==> src/rtl/pc_unit_pkg.sv <==
// Shared encodings and default constants for the pc_unit program-counter block.
// Optional return stack is enabled with the PC_UNIT_RAS_EN macro.
package pc_unit_pkg;

    typedef enum logic [2:0] {
        SEL_SEQ = 3'b000,
        SEL_BR  = 3'b001,
        SEL_J   = 3'b010,
        SEL_JAL = 3'b011,
        SEL_JR  = 3'b100
    } npc_sel_e;

    typedef enum logic {
        ST_RUN  = 1'b0,
        ST_PEND = 1'b1
    } state_e;

    localparam logic [31:0] DEF_RESET_PC = 32'h0000_3000;
    localparam logic [31:0] DEF_EXC_VEC  = 32'h0000_4180;

endpackage

==> src/rtl/pc_unit_ras.sv <==
// Circular return-address stack: JAL pushes its link address, JR pops and compares.
// Instantiated by pc_unit only when PC_UNIT_RAS_EN is defined.
module pc_unit_ras #(
    parameter int unsigned ADDR_W = 32,
    parameter int unsigned DEPTH  = 4
) (
    input  logic              clk,
    input  logic              rst_n,
    input  logic              push,
    input  logic              pop,
    input  logic [ADDR_W-1:0] push_val,
    input  logic [ADDR_W-1:0] rs_val,
    output logic [ADDR_W-1:0] top_val,
    output logic              mispredict
);

    localparam int unsigned PTR_W = $clog2(DEPTH);
    localparam int unsigned CNT_W = $clog2(DEPTH + 1);

    logic [ADDR_W-1:0] stack_q [DEPTH];
    logic [PTR_W-1:0]  top_q, top_d;
    logic [CNT_W-1:0]  count_q, count_d;
    logic              mispredict_q, mispredict_d;
    logic              wr_en;

    always_comb begin
        top_d        = top_q;
        count_d      = count_q;
        mispredict_d = 1'b0;
        wr_en        = 1'b0;
        if (push) begin
            // Pointer wraps onto the oldest entry once full; count saturates.
            top_d   = top_q + PTR_W'(1);
            wr_en   = 1'b1;
            count_d = (count_q == CNT_W'(DEPTH)) ? count_q : count_q + CNT_W'(1);
        end else if (pop && (count_q != '0)) begin
            top_d        = top_q - PTR_W'(1);
            count_d      = count_q - CNT_W'(1);
            mispredict_d = (stack_q[top_q] != rs_val);
        end
    end

    always_ff @(posedge clk or negedge rst_n) begin
        if (!rst_n) begin
            top_q        <= '1;
            count_q      <= '0;
            mispredict_q <= 1'b0;
        end else begin
            top_q        <= top_d;
            count_q      <= count_d;
            mispredict_q <= mispredict_d;
        end
    end

    // NOTE: stack storage has no reset; count_q gates every read, so stale entries are never observed.
    always_ff @(posedge clk) begin
        if (wr_en) begin
            stack_q[top_d] <= push_val;
        end
    end

    assign top_val    = (count_q != '0) ? stack_q[top_q] : '0;
    assign mispredict = mispredict_q;

endmodule

==> src/rtl/pc_unit.sv <==
// Architectural PC register with next-PC selection, stall/pending-redirect FSM, exception/ERET and EPC.
// Define PC_UNIT_RAS_EN to add the return-address stack (ras_pred / ras_mispredict).
module pc_unit
    import pc_unit_pkg::*;
#(
    parameter int unsigned       ADDR_W    = 32,
    parameter logic [ADDR_W-1:0] RESET_PC  = ADDR_W'(DEF_RESET_PC),
    parameter logic [ADDR_W-1:0] EXC_VEC   = ADDR_W'(DEF_EXC_VEC),
    parameter int unsigned       RAS_DEPTH = 4
) (
    input  logic              clk,
    input  logic              rst_n,
    input  logic              stall,
    input  logic [2:0]        npc_sel,
    input  logic              br_taken,
    input  logic [15:0]       imm16,
    input  logic [25:0]       imm26,
    input  logic [ADDR_W-1:0] rs_val,
    input  logic              exc_req,
    input  logic              eret,
    output logic [ADDR_W-1:0] pc,
    output logic [ADDR_W-1:0] pc_plus4,
    output logic [ADDR_W-1:0] epc,
    output logic              redirect,
    output logic              misalign_err,
    output logic [ADDR_W-1:0] ras_pred,
    output logic              ras_mispredict
);

    if (ADDR_W < 28 || RAS_DEPTH < 2 || (RAS_DEPTH & (RAS_DEPTH - 1)) != 0) begin : g_param_check
        $error("pc_unit: ADDR_W must be >= 28 and RAS_DEPTH a power of two >= 2");
    end

    localparam logic [ADDR_W-1:0] LOW28_MASK = ADDR_W'(28'hFFF_FFFF);

    state_e            state_q, state_d;
    logic [ADDR_W-1:0] pc_q, pc_d;
    logic [ADDR_W-1:0] epc_q, epc_d;
    logic [ADDR_W-1:0] pend_pc_q, pend_pc_d;
    logic              redirect_q, redirect_d;
    logic              misalign_q, misalign_d;

    logic [ADDR_W-1:0] pc_plus4_w, br_tgt, j_tgt, flow_tgt;
    logic              flow_req, jr_bad;

`ifdef PC_UNIT_RAS_EN
    logic ras_push, ras_pop;
`endif

    assign pc_plus4_w = pc_q + ADDR_W'(4);
    assign br_tgt     = pc_plus4_w + ({{(ADDR_W-16){imm16[15]}}, imm16} << 2);
    assign j_tgt      = (pc_plus4_w & ~LOW28_MASK) | ADDR_W'({imm26, 2'b00});

    // NOTE: every always_comb output gets a default first so no path can infer a latch.
    always_comb begin
        flow_req = 1'b0;
        jr_bad   = 1'b0;
        flow_tgt = pc_plus4_w;
        case (npc_sel)
            SEL_BR: begin
                flow_req = br_taken;
                flow_tgt = br_tgt;
            end
            SEL_J, SEL_JAL: begin
                flow_req = 1'b1;
                flow_tgt = j_tgt;
            end
            SEL_JR: begin
                flow_req = (rs_val[1:0] == 2'b00);
                jr_bad   = (rs_val[1:0] != 2'b00);
                flow_tgt = rs_val;
            end
            default: ;
        endcase
    end

    always_comb begin
        state_d    = state_q;
        pc_d       = pc_q;
        epc_d      = epc_q;
        pend_pc_d  = pend_pc_q;
        redirect_d = 1'b0;
        misalign_d = 1'b0;
`ifdef PC_UNIT_RAS_EN
        ras_push   = 1'b0;
        ras_pop    = 1'b0;
`endif
        if (exc_req) begin
            pc_d       = EXC_VEC;
            epc_d      = pc_q;
            state_d    = ST_RUN;
            redirect_d = 1'b1;
        end else if (eret) begin
            pc_d       = epc_q;
            state_d    = ST_RUN;
            redirect_d = 1'b1;
        end else if (stall) begin
            // A misaligned JR is not captured here; it is re-evaluated once the stall drops.
            if (flow_req) begin
                pend_pc_d = flow_tgt;
                state_d   = ST_PEND;
            end
        end else if (state_q == ST_PEND) begin
            pc_d       = pend_pc_q;
            state_d    = ST_RUN;
            redirect_d = 1'b1;
        end else if (jr_bad) begin
            pc_d       = EXC_VEC;
            epc_d      = pc_q;
            misalign_d = 1'b1;
            redirect_d = 1'b1;
        end else if (flow_req) begin
            pc_d       = flow_tgt;
            redirect_d = 1'b1;
`ifdef PC_UNIT_RAS_EN
            ras_push   = (npc_sel == SEL_JAL);
            ras_pop    = (npc_sel == SEL_JR);
`endif
        end else begin
            pc_d = pc_plus4_w;
        end
    end

    // NOTE: state registers use non-blocking assignments so all flops update from pre-edge values.
    always_ff @(posedge clk or negedge rst_n) begin
        if (!rst_n) begin
            state_q    <= ST_RUN;
            pc_q       <= RESET_PC;
            epc_q      <= '0;
            pend_pc_q  <= '0;
            redirect_q <= 1'b0;
            misalign_q <= 1'b0;
        end else begin
            state_q    <= state_d;
            pc_q       <= pc_d;
            epc_q      <= epc_d;
            pend_pc_q  <= pend_pc_d;
            redirect_q <= redirect_d;
            misalign_q <= misalign_d;
        end
    end

    assign pc           = pc_q;
    assign pc_plus4     = pc_plus4_w;
    assign epc          = epc_q;
    assign redirect     = redirect_q;
    assign misalign_err = misalign_q;

`ifdef PC_UNIT_RAS_EN
    pc_unit_ras #(
        .ADDR_W (ADDR_W),
        .DEPTH  (RAS_DEPTH)
    ) u_ras (
        .clk        (clk),
        .rst_n      (rst_n),
        .push       (ras_push),
        .pop        (ras_pop),
        .push_val   (pc_plus4_w),
        .rs_val     (rs_val),
        .top_val    (ras_pred),
        .mispredict (ras_mispredict)
    );
`else
    assign ras_pred       = '0;
    assign ras_mispredict = 1'b0;
`endif

endmodule

==> config.mk <==
export PLATFORM = sky130hd
export DESIGN_NAME = pc_unit
export DESIGN_NICKNAME = d
export VERILOG_FILES = /design/src/rtl/pc_unit_pkg.sv /design/src/rtl/pc_unit_ras.sv /design/src/rtl/pc_unit.sv
export SDC_FILE = /design/constraint.sdc
export NUM_CORES = 1
export LEC_CHECK = 0
export CAP_MARGIN = 20
export CORE_MARGIN = 2
export CORE_UTILIZATION = 40
export DETAILED_ROUTE_END_ITERATION = 8
export PLACE_DENSITY_LB_ADDON = 0.08
export SLEW_MARGIN = 40
export SYNTH_ARGS = -nofsm -noshare
export SYNTH_HDL_FRONTEND = slang
export SYNTH_SLANG_ARGS = --single-unit
==> constraint.sdc <==
create_clock -name clk -period 3.7 [get_ports clk]
set_input_delay 0.74 -clock clk [delete_from_list [all_inputs] [get_ports clk]]
set_output_delay 0.74 -clock clk [all_outputs]
set_load 0.01 [all_outputs]
Figure 1. Cell placement.
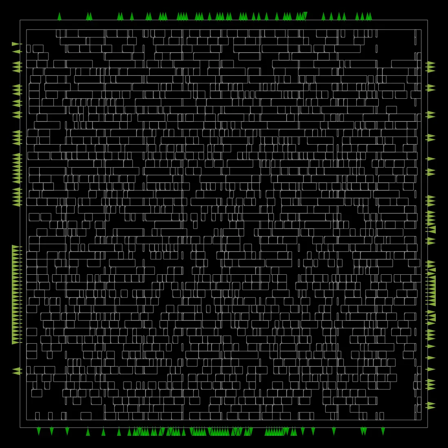
Floorplan Core Area: 0.0195 mm^2
FP Rows: 51
post-layout instance count excluding filler cells: 1575
flip-flop and latch share of the layout cell area: 20.4%
Final Core Density: 62.4%

Figure 2. Nets reached from selected ports.
Scale: 2 px per um.
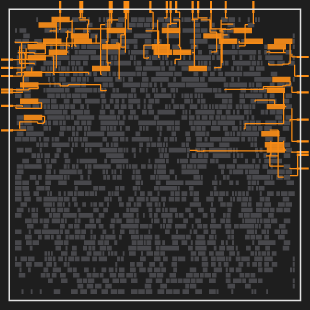
- epc: orange (bits 32; direction output; end cells 32; buffers 32; wire 1270 um)
number of input and output port buffers inserted: 180
Top-Level Pins: 214

Figure 3. Pin map.
Scale: 3 px per um. Pins as bars across the die edge, other pins in gray.
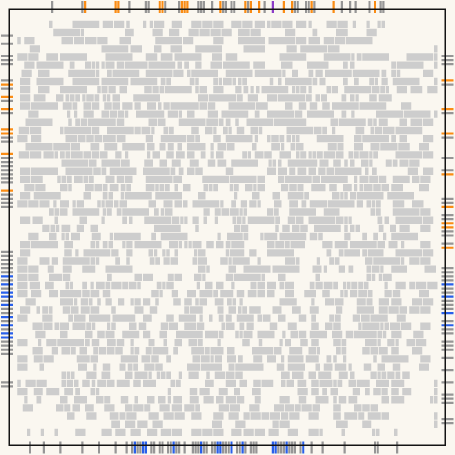
- imm26: blue (pins 26; direction input; edge 13 bottom, 9 left, 4 right)
- epc: orange (pins 32; direction output; edge 17 top, 8 right, 7 left)
- misalign_err: purple (pins 1; direction output; edge top)
- all pins by edge: 61 bottom, 57 left, 50 right, 46 top
die width: 145 um
chip height: 145 um

==> flow_metrics.py <==
# Auto-generated metrics
metrics = {
    "outcome": {
        "run_status": "complete, no violations",
    },
    "clocking": {
        "cts_inserted_buffers": 9,
        "clkSlewWorstSetupHoldPaths_ns": 0.07,
        "clock_latency_ns": 0.35,
    },
    "placement": {
        "place_area_mm2": 0.0112,
        "dp.final_hpwl_um": 25900,
        "place_worst_setup_slack_ns": -0.136,
        "globalplace.congestion": 0.955,
    },
    "worst_setup_path": {
        "cp-start-kind": "flop",
        "cp_max_fo": 3,
        "cp-endpoint": "pc[29]$_DFFE_PN0P_",
        "timing.critical_path.slowest_stage_cell": "dfrtp_1",
        "setup.worst_path.start": "pc[5]$_DFFE_PN0P_",
    },
    "detailed_routing": {
        "route.vias.total": 8928,
        "route.antenna.remaining_nets": 0,
        "post_drt_wl_per_cell_um": 21.2,
    },
    "final_timing": {
        "setup-tns-final_ns": 0,
        "slew_headroom_pct": 44.3,
        "timing.final.setup_violations": 0,
        "finalMaxSlewViolations": 0,
    },
    "cells_and_area": {
        "final-comb-area_mm2": 0.00552,
        "num-clock-buffers": 10,
        "nFillCells": 1713,
    },
    "synthesis": {
        "ys_top_cells_by_area": "dfrtp_1 31%, a21oi_1 6.0%, ha_1 5.8%, nand2_1 5.2%, o21ai_0 4.5%",
        "synth.cellmix.simpleShare_pct": 17.2,
        "ys_cells": 963,
        "synth-seq-area-share_pct": 31.2,
    },
    "global_route": {
        "global_route.usage.total_pct": 31.9,
    },
    "run": {
        "maxCapViolations": 0,
    },
    "power": {
        "power_density_mw_per_mm2": 321,
        "power.share.combinational_pct": 40.9,
        "vdd.ir_drop.worst_mv": 0.216,
        "powerClk_mw": 0.971,
    },
    "floorplanning": {
        "floorplan.core_util_pct": 40.8,
    },
}
Figure 4. Drive-strength map.
Scale: 3 px per um.
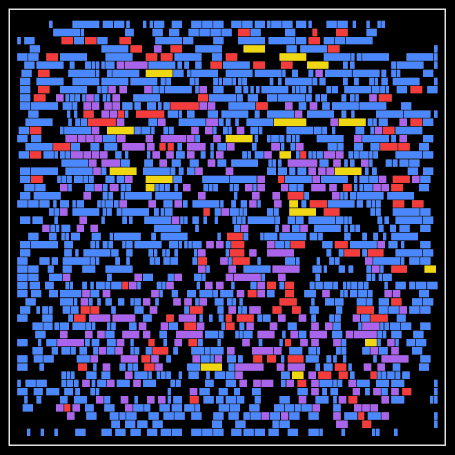
- _6 and larger: yellow (cells 19; most used clkbuf_16)
- _3 and _4 cells: purple (cells 241; most used buf_4)
- _0 and _1 cells: blue (cells 949; most used clkdlybuf4s50_1)
- _2 cells: red (cells 101; most used mux2_2)
final cell area excluding filler cells: 0.0121 mm^2
Worst Setup Slack, final: 0.0950 ns
Non-clock buffers: 390
growth of design area from synthesis to finish: 52.9%

Figure 5. Gate-type map.
Scale: 3 px per um.
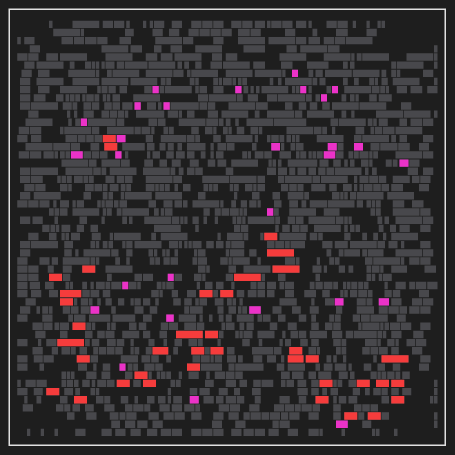
- AND and OR gates: magenta (cells 28)
- adder and majority cells: red (cells 38)

Power and IR drop assume default switching activity.
